--- src/rtl/eth_rx_pkg.sv ---
// Shared types and constants for the receive admission path.
package eth_rx_pkg;

  localparam int unsigned MAC_LEN    = 6;
  localparam logic [7:0]  BCAST_BYTE = 8'hFF;

  // Admission FSM states.
  typedef enum logic [1:0] {
    IDLE,
    ADDR,
    PASS,
    DROP
  } rx_state_t;

  // Reason a frame stops being a candidate; DR_NONE means no event this cycle.
  typedef enum logic [1:0] {
    DR_NONE,
    DR_FILTERED,
    DR_NOSPACE,
    DR_RUNT
  } drop_reason_t;

  // Byte idx of a MAC address in wire order (idx 0 is [47:40]).
  function automatic logic [7:0] mac_byte(input logic [47:0] mac, input logic [2:0] idx);
    logic [7:0] b;
    case (idx)
      3'd0:    b = mac[47:40];
      3'd1:    b = mac[39:32];
      3'd2:    b = mac[31:24];
      3'd3:    b = mac[23:16];
      3'd4:    b = mac[15:8];
      3'd5:    b = mac[7:0];
      default: b = '0;
    endcase
    return b;
  endfunction

endpackage

--- src/rtl/eth_rx_delay_line.sv ---
// Fixed-depth shift register carrying the MAC byte stream and its strobes.
module eth_rx_delay_line #(
  parameter int unsigned DEPTH = 6
) (
  input  logic       clk,
  input  logic       reset,
  input  logic [7:0] in_data,
  input  logic       in_dv,
  input  logic       in_good,
  input  logic       in_bad,
  output logic [7:0] out_data,
  output logic       out_dv,
  output logic       out_good,
  output logic       out_bad
);

  logic [DEPTH-1:0][7:0] data_q;
  logic [DEPTH-1:0]      dv_q;
  logic [DEPTH-1:0]      good_q;
  logic [DEPTH-1:0]      bad_q;

  // Shift every cycle; reset clears data as well as the qualifiers.
  always_ff @(posedge clk) begin
    if (reset) begin
      data_q <= '0;
      dv_q   <= '0;
      good_q <= '0;
      bad_q  <= '0;
    end else begin
      data_q <= {data_q[DEPTH-2:0], in_data};
      dv_q   <= {dv_q[DEPTH-2:0], in_dv};
      good_q <= {good_q[DEPTH-2:0], in_good};
      bad_q  <= {bad_q[DEPTH-2:0], in_bad};
    end
  end

  assign out_data = data_q[DEPTH-1];
  assign out_dv   = dv_q[DEPTH-1];
  assign out_good = good_q[DEPTH-1];
  assign out_bad  = bad_q[DEPTH-1];

endmodule

--- src/rtl/eth_rx_admit_ctrl.sv ---
// Frame admission controller: delays the MAC stream by one address length and
// forwards only frames whose destination/config/header space allow it.
// Optional statistics counters are built when ETH_RX_STATS_EN is defined.
import eth_rx_pkg::*;

module eth_rx_admit_ctrl #(
  parameter int unsigned STAT_W = 16
) (
  input  logic              clientRXclock,
  input  logic              reset,
  input  logic              rxEnable,
  input  logic [47:0]       stationMAC,
  input  logic              promiscuous,
  input  logic              acceptBroadcast,
  input  logic              acceptMulticast,
  input  logic              hdrSpaceAvail,
  input  logic [7:0]        RXdata,
  input  logic              RXdataValid,
  input  logic              RXgoodFrame,
  input  logic              RXbadFrame,
  output logic [7:0]        outData,
  output logic              outDataValid,
  output logic              outGoodFrame,
  output logic              outBadFrame,
  output logic              frameActive,
  input  logic              statsClear,
  output logic [STAT_W-1:0] statAccepted,
  output logic [STAT_W-1:0] statFiltered,
  output logic [STAT_W-1:0] statNoSpace,
  output logic [STAT_W-1:0] statRunt
);

  localparam int unsigned DLY = MAC_LEN;

  rx_state_t    state;
  logic [2:0]   byte_idx;
  logic         dv_prev;
  logic         en_latched;
  logic         uc_match;
  logic         bc_match;
  logic         mc_bit;
  logic         fwd;

  logic [7:0]   d_data;
  logic         d_dv;
  logic         d_good;
  logic         d_bad;

  logic         frame_start;
  logic         end_strobe;
  logic         byte_uc;
  logic         byte_bc;
  logic         uc_final;
  logic         bc_final;
  logic         addr_hit;
  logic         accept;
  logic         runt;
  logic         decide;
  logic         leave_pass;
  drop_reason_t reason;

  eth_rx_delay_line #(.DEPTH(DLY)) u_delay (
    .clk      (clientRXclock),
    .reset    (reset),
    .in_data  (RXdata),
    .in_dv    (RXdataValid),
    .in_good  (RXgoodFrame),
    .in_bad   (RXbadFrame),
    .out_data (d_data),
    .out_dv   (d_dv),
    .out_good (d_good),
    .out_bad  (d_bad)
  );

  // Address compare and admission decision for the byte currently on the input.
  always_comb begin
    frame_start = RXdataValid & ~dv_prev;
    end_strobe  = RXgoodFrame | RXbadFrame;
    byte_uc     = (RXdata == mac_byte(stationMAC, byte_idx));
    byte_bc     = (RXdata == BCAST_BYTE);
    uc_final    = uc_match & byte_uc;
    bc_final    = bc_match & byte_bc;
    addr_hit    = promiscuous | uc_final | (acceptBroadcast & bc_final)
                | (acceptMulticast & mc_bit);
    accept      = en_latched & hdrSpaceAvail & addr_hit;
    runt        = (state == ADDR) & (~RXdataValid | end_strobe);
    decide      = (state == ADDR) & ~runt & (byte_idx == 3'(MAC_LEN - 1));
    leave_pass  = (state == PASS) & end_strobe;
    reason      = DR_NONE;
    if (runt) begin
      reason = DR_RUNT;
    end else if (decide && !accept) begin
      reason = (en_latched & addr_hit) ? DR_NOSPACE : DR_FILTERED;
    end
  end

  // Frame FSM plus the forward flag that gates the delayed stream.
  always_ff @(posedge clientRXclock) begin
    if (reset) begin
      state      <= IDLE;
      byte_idx   <= '0;
      dv_prev    <= 1'b1;
      en_latched <= 1'b0;
      uc_match   <= 1'b0;
      bc_match   <= 1'b0;
      mc_bit     <= 1'b0;
      fwd        <= 1'b0;
    end else begin
      dv_prev <= RXdataValid;
      // A new decision outranks clearing for the previous frame's end strobe.
      if (decide) begin
        fwd <= accept;
      end else if (d_good | d_bad) begin
        fwd <= 1'b0;
      end
      case (state)
        IDLE: begin
          if (frame_start) begin
            state      <= ADDR;
            byte_idx   <= 3'd1;
            en_latched <= rxEnable;
            uc_match   <= byte_uc;
            bc_match   <= byte_bc;
            mc_bit     <= RXdata[0];
          end
        end
        ADDR: begin
          if (runt) begin
            state    <= DROP;
            byte_idx <= '0;
          end else if (decide) begin
            state    <= accept ? PASS : DROP;
            byte_idx <= '0;
          end else begin
            byte_idx <= byte_idx + 3'd1;
            uc_match <= uc_final;
            bc_match <= bc_final;
          end
        end
        PASS, DROP: begin
          if (end_strobe) begin
            state <= IDLE;
          end
        end
        default: state <= IDLE;
      endcase
    end
  end

  assign outData      = d_data;
  assign outDataValid = d_dv & fwd;
  assign outGoodFrame = d_good & fwd;
  assign outBadFrame  = d_bad & fwd;
  assign frameActive  = (state != IDLE);

`ifdef ETH_RX_STATS_EN
  logic [STAT_W-1:0] cnt_acc;
  logic [STAT_W-1:0] cnt_filt;
  logic [STAT_W-1:0] cnt_nosp;
  logic [STAT_W-1:0] cnt_runt;

  // Saturating event counters; clear takes priority over any increment.
  always_ff @(posedge clientRXclock) begin
    if (reset || statsClear) begin
      cnt_acc  <= '0;
      cnt_filt <= '0;
      cnt_nosp <= '0;
      cnt_runt <= '0;
    end else begin
      if (leave_pass && cnt_acc != '1) cnt_acc <= cnt_acc + 1'b1;
      if (reason == DR_FILTERED && cnt_filt != '1) cnt_filt <= cnt_filt + 1'b1;
      if (reason == DR_NOSPACE && cnt_nosp != '1) cnt_nosp <= cnt_nosp + 1'b1;
      if (reason == DR_RUNT && cnt_runt != '1) cnt_runt <= cnt_runt + 1'b1;
    end
  end

  assign statAccepted = cnt_acc;
  assign statFiltered = cnt_filt;
  assign statNoSpace  = cnt_nosp;
  assign statRunt     = cnt_runt;
`else
  logic unused_stats;
  assign unused_stats = ^{statsClear, reason, leave_pass};

  assign statAccepted = '0;
  assign statFiltered = '0;
  assign statNoSpace  = '0;
  assign statRunt     = '0;
`endif

endmodule

--- config.mk ---
export PLATFORM = sky130hd
export DESIGN_NAME = eth_rx_admit_ctrl
export DESIGN_NICKNAME = d
export VERILOG_FILES = /design/src/rtl/eth_rx_pkg.sv /design/src/rtl/eth_rx_delay_line.sv /design/src/rtl/eth_rx_admit_ctrl.sv
export SDC_FILE = /design/constraint.sdc
export NUM_CORES = 1
export LEC_CHECK = 0
export ABC_AREA = 1
export CORE_MARGIN = 3
export CORE_UTILIZATION = 44
export DETAILED_ROUTE_END_ITERATION = 10
export GPL_TIMING_DRIVEN = 0
export PLACE_DENSITY = 0.85
export SKIP_LAST_GASP = 1
export SLEW_MARGIN = 30
export SYNTH_ARGS = -nofsm -noshare
export SYNTH_HDL_FRONTEND = slang
export SYNTH_SLANG_ARGS = --single-unit
--- constraint.sdc ---
create_clock -name clientRXclock -period 2.1 [get_ports clientRXclock]
set_input_delay 0.21 -clock clientRXclock [delete_from_list [all_inputs] [get_ports clientRXclock]]
set_output_delay 0.21 -clock clientRXclock [all_outputs]
set_load 0.005 [all_outputs]
==> results.sh, run 1 <==
# source this file to load flow results
export IMPL_start_kind="register"
export IMPL_io_pins=143
export IMPL_critPathRequiredTime_ns=2.35
export IMPL_hold_depth=3
export IMPL_pwr_share_clk=0.383
export IMPL_rr_worst_depth=16
export IMPL_ys_seq_elements=77
export IMPL_slowest_stage="dfxtp_4"
export IMPL_largest_reg_flops=40
export IMPL_met1_usage=0.1561
export IMPL_yosys_area_share_aoi=0.02245
export IMPL_io_buffers=76
export IMPL_drt_met1_wl_mm=2.808
export IMPL_topRoutingLayerUsed="met4"
export IMPL_place_ws_ns=-0.06971
export IMPL_layout_drive_gt1_share=0.1891
export IMPL_cp_common_cell="nand2_1"
export IMPL_synth_cell_type_count=24
export IMPL_antenna_found_initial=0
export IMPL_taps=102
export IMPL_use_met2=0.3010
export IMPL_hold_start="reset"
export IMPL_endpoint_kind="register"
export IMPL_seq_area_um2=1550
export IMPL_cts_root_buf="clkbuf_8"
export IMPL_syn_inst=504
export IMPL_dr_pass1_iters=7
export IMPL_ff2ff_setup_slack_ns=0.14
export IMPL_die_height_um=96.73
export IMPL_swShare=0.2276
export IMPL_cp_endpoint="state[0]"
export IMPL_holdWs_ns=0.3905
export IMPL_clock_skew_final_ns=0.006122
export IMPL_timing_setup_critical_path_class="register to register"
export IMPL_hold_class="primary input to register"
export IMPL_clk_pin_slew_ns=0.07
export IMPL_whs_endpoint="fwd"
export IMPL_relSlewSlack=0.4861
export IMPL_finalPower_mw=3.240
export IMPL_antenna_left=0
export IMPL_synthArstFlopShare=0
export IMPL_grt_pass1_vias=2878
export IMPL_top_register="u_delay.data_q"
export IMPL_clkbuf_count=13
export IMPL_cp_depth=16
export IMPL_cts_buffer_depth=2
export IMPL_fmax_mhz=511.0
export IMPL_power_switching_mw=0.7374
export IMPL_layout_nets=728
export IMPL_clk_power_mw=1.24
export IMPL_globalRouteMet3Util=0.06128
export IMPL_nMultiInputCombCells=308
export IMPL_fin_crit_sh=0.9319
export IMPL_tightest_slew_ns=0.7650
export IMPL_ys_sh_xor=0
export IMPL_grt_max_degree=13
export IMPL_yosys_warnings=0
export IMPL_viasPerCell=4.111
export IMPL_ys_flop_type="dfxtp_1"
export IMPL_numCtsBuffers=9
export IMPL_reg2reg_from="byte_idx[1]"
export IMPL_p_comb_frac=0.149
export IMPL_p_leak_nw=2.567
export IMPL_flops=77
export IMPL_fp_util=0.4616
export IMPL_internal_power_mw=2.502
export IMPL_htreeDepth=3
export IMPL_clk_share=0.04458
export IMPL_mostFrequentLayoutCell="inv_1"
export IMPL_power_density_nw_per_um2=637.8
export IMPL_status="finished, final reports clean"
export IMPL_tns_ns=0
export IMPL_seq_power_share=0.468
export IMPL_die_area_um2=9357
export IMPL_reg2reg_to="state[0]"
export IMPL_signal_buffer_area_fraction=0.2786
export IMPL_logic_family="buffers and inverters"
export IMPL_fp_dieW_um=96.73
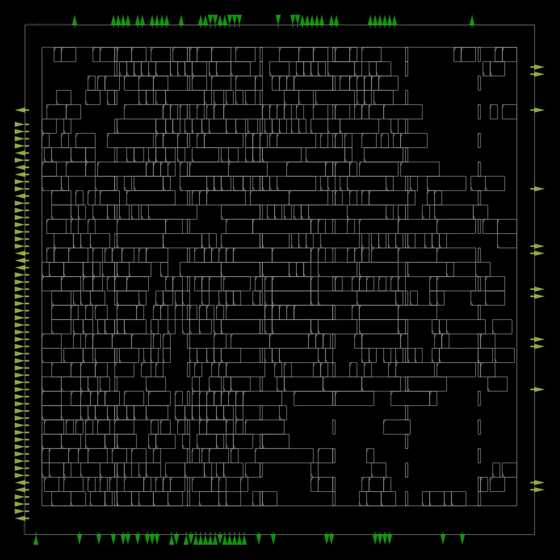
Run 1: cell outlines without signal wires
Post-Layout Cell Count: 763
row count: 32
final core occ: 0.6473
fillers: 669

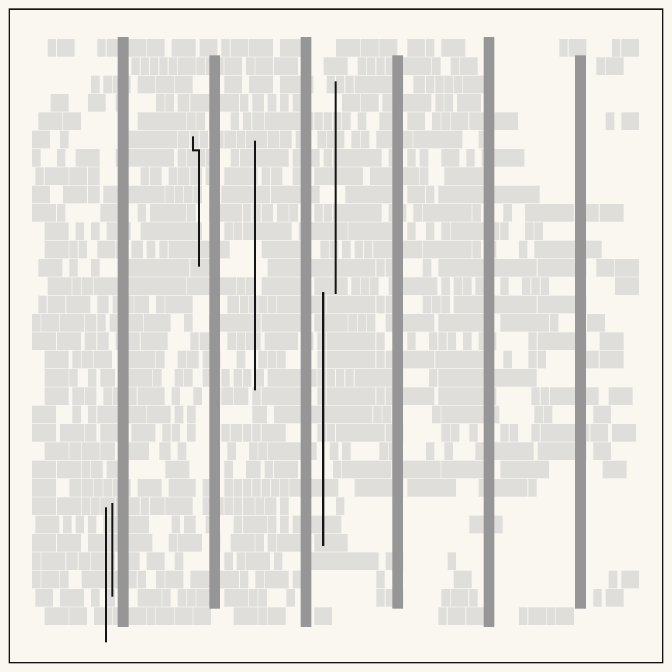
Run 1: signal wires on met4
Supply wires on this layer in gray.
- longest straight run: 37.4 µm
- wire length on this layer: 159 µm
- main direction: vertical
- nets with wire on the layer: 5

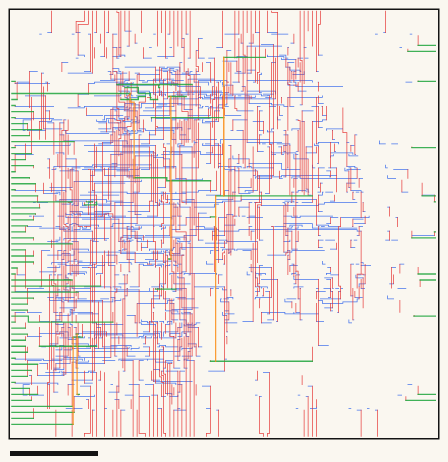
Run 1: metal layers overlaid
Bar = 20 µm.
- orange: met4 (wire length 159 µm)
- blue: met1 (wire length 2,810 µm)
- red: met2 (wire length 4,180 µm)
- green: met3 (wire length 541 µm)
Vias: 3,137
routed wire length: 7.683 mm
GRT Total Usage: 0.1588

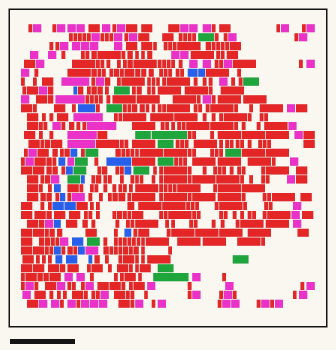
Run 1: cell sizes after repair
Bar = 20 µm.
- magenta: drive 3 to 4 (cells 85)
- green: drive 6 and up (cells 18)
- blue: drive 2 (cells 22)
- red: drive 1 or less (cells 536)
P&R area growth vs syn: 40.24%
post-route cell area: 5080 µm²
Setup WS post-layout: 0.1431 ns
bufs w/o clock: 165

--- run 2 (diff from run 1) ---
--- a/config.mk
+++ b/config.mk
@@ -11,6 +11,7 @@
 export DETAILED_ROUTE_END_ITERATION = 10
 export GPL_TIMING_DRIVEN = 0
 export PLACE_DENSITY = 0.85
+export REMOVE_ABC_BUFFERS = 1
 export SKIP_LAST_GASP = 1
 export SLEW_MARGIN = 30
 export SYNTH_ARGS = -nofsm -noshare
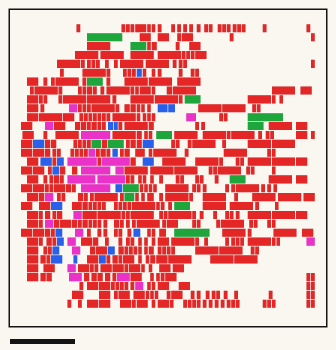
Run 2: cell sizes after repair
Bar = 20 µm.
- red: drive 1 or less (cells 526)
- blue: drive 2 (cells 22)
- green: drive 6 and up (cells 14)
- magenta: drive 3 to 4 (cells 23)
post-route cell area: 4548 µm²
bufs w/o clock: 89
P&R area growth vs syn: 25.56%
Setup WS post-layout: 0.1615 ns

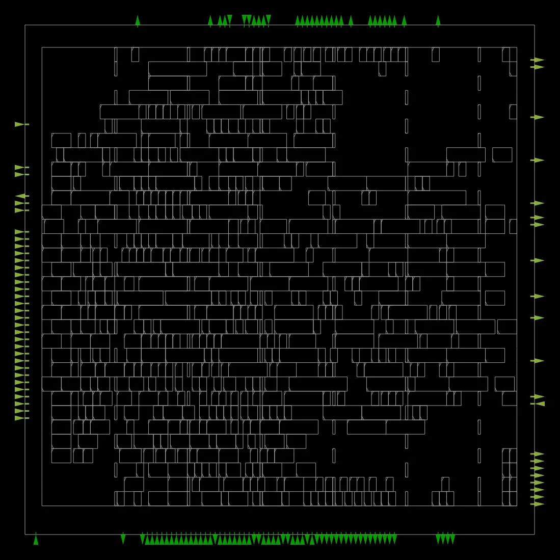
Run 2: cell outlines without signal wires
final sequential cell count: 77
fillers: 701
core area: 7848 µm²

==> run 2 against run 1 <==
Effect of this change:
- hold slack lost 0.020 ns
- critical path depth grew 1
- via count shrank 7.2%
- wire length shrank 3.9%
- sequential share of layout area grew 3.6 points
==> results.sh, run 2 <==
# source this file to load flow results
export IMPL_status="finished, final reports clean"
export IMPL_fmax_mhz=515.9
export IMPL_clock_skew_final_ns=0.006017
export IMPL_fin_crit_sh=0.9231
export IMPL_drt_met1_wl_mm=2.792
export IMPL_die_height_um=96.73
export IMPL_layout_drive_gt1_share=0.1009
export IMPL_nMultiInputCombCells=308
export IMPL_relSlewSlack=0.4758
export IMPL_largest_reg_flops=40
export IMPL_drt_total_wl_mm=7.382
export IMPL_p_comb_frac=0.123
export IMPL_internal_power_mw=2.491
export IMPL_seq_power_share=0.468
export IMPL_reg2reg_from="byte_idx[0]"
export IMPL_final_util=0.5796
export IMPL_topRoutingLayerUsed="met4"
export IMPL_p_leak_nw=2.192
export IMPL_clk_pin_slew_ns=0.08
export IMPL_fp_dieW_um=96.73
export IMPL_ys_sh_xor=0
export IMPL_cp_depth=17
export IMPL_grtUsageTotal=0.1416
export IMPL_io_pins=143
export IMPL_power_density_nw_per_um2=712.6
export IMPL_yosys_warnings=0
export IMPL_ys_flop_type="dfxtp_1"
export IMPL_taps=102
export IMPL_holdWs_ns=0.3707
export IMPL_synthArstFlopShare=0
export IMPL_ys_seq_elements=77
export IMPL_final_cells=687
export IMPL_endpoint_kind="register"
export IMPL_antenna_found_initial=0
export IMPL_cts_buffer_depth=2
export IMPL_fp_row_count=32
export IMPL_top_register="u_delay.data_q"
export IMPL_numCtsBuffers=9
export IMPL_logic_family="buffers and inverters"
export IMPL_layout_nets=652
export IMPL_tns_ns=0
export IMPL_timing_setup_critical_path_class="register to register"
export IMPL_power_switching_mw=0.7504
export IMPL_swShare=0.2315
export IMPL_antenna_left=0
export IMPL_finalPower_mw=3.241
export IMPL_tightest_slew_ns=0.7802
export IMPL_fp_util=0.4616
export IMPL_cts_root_buf="clkbuf_8"
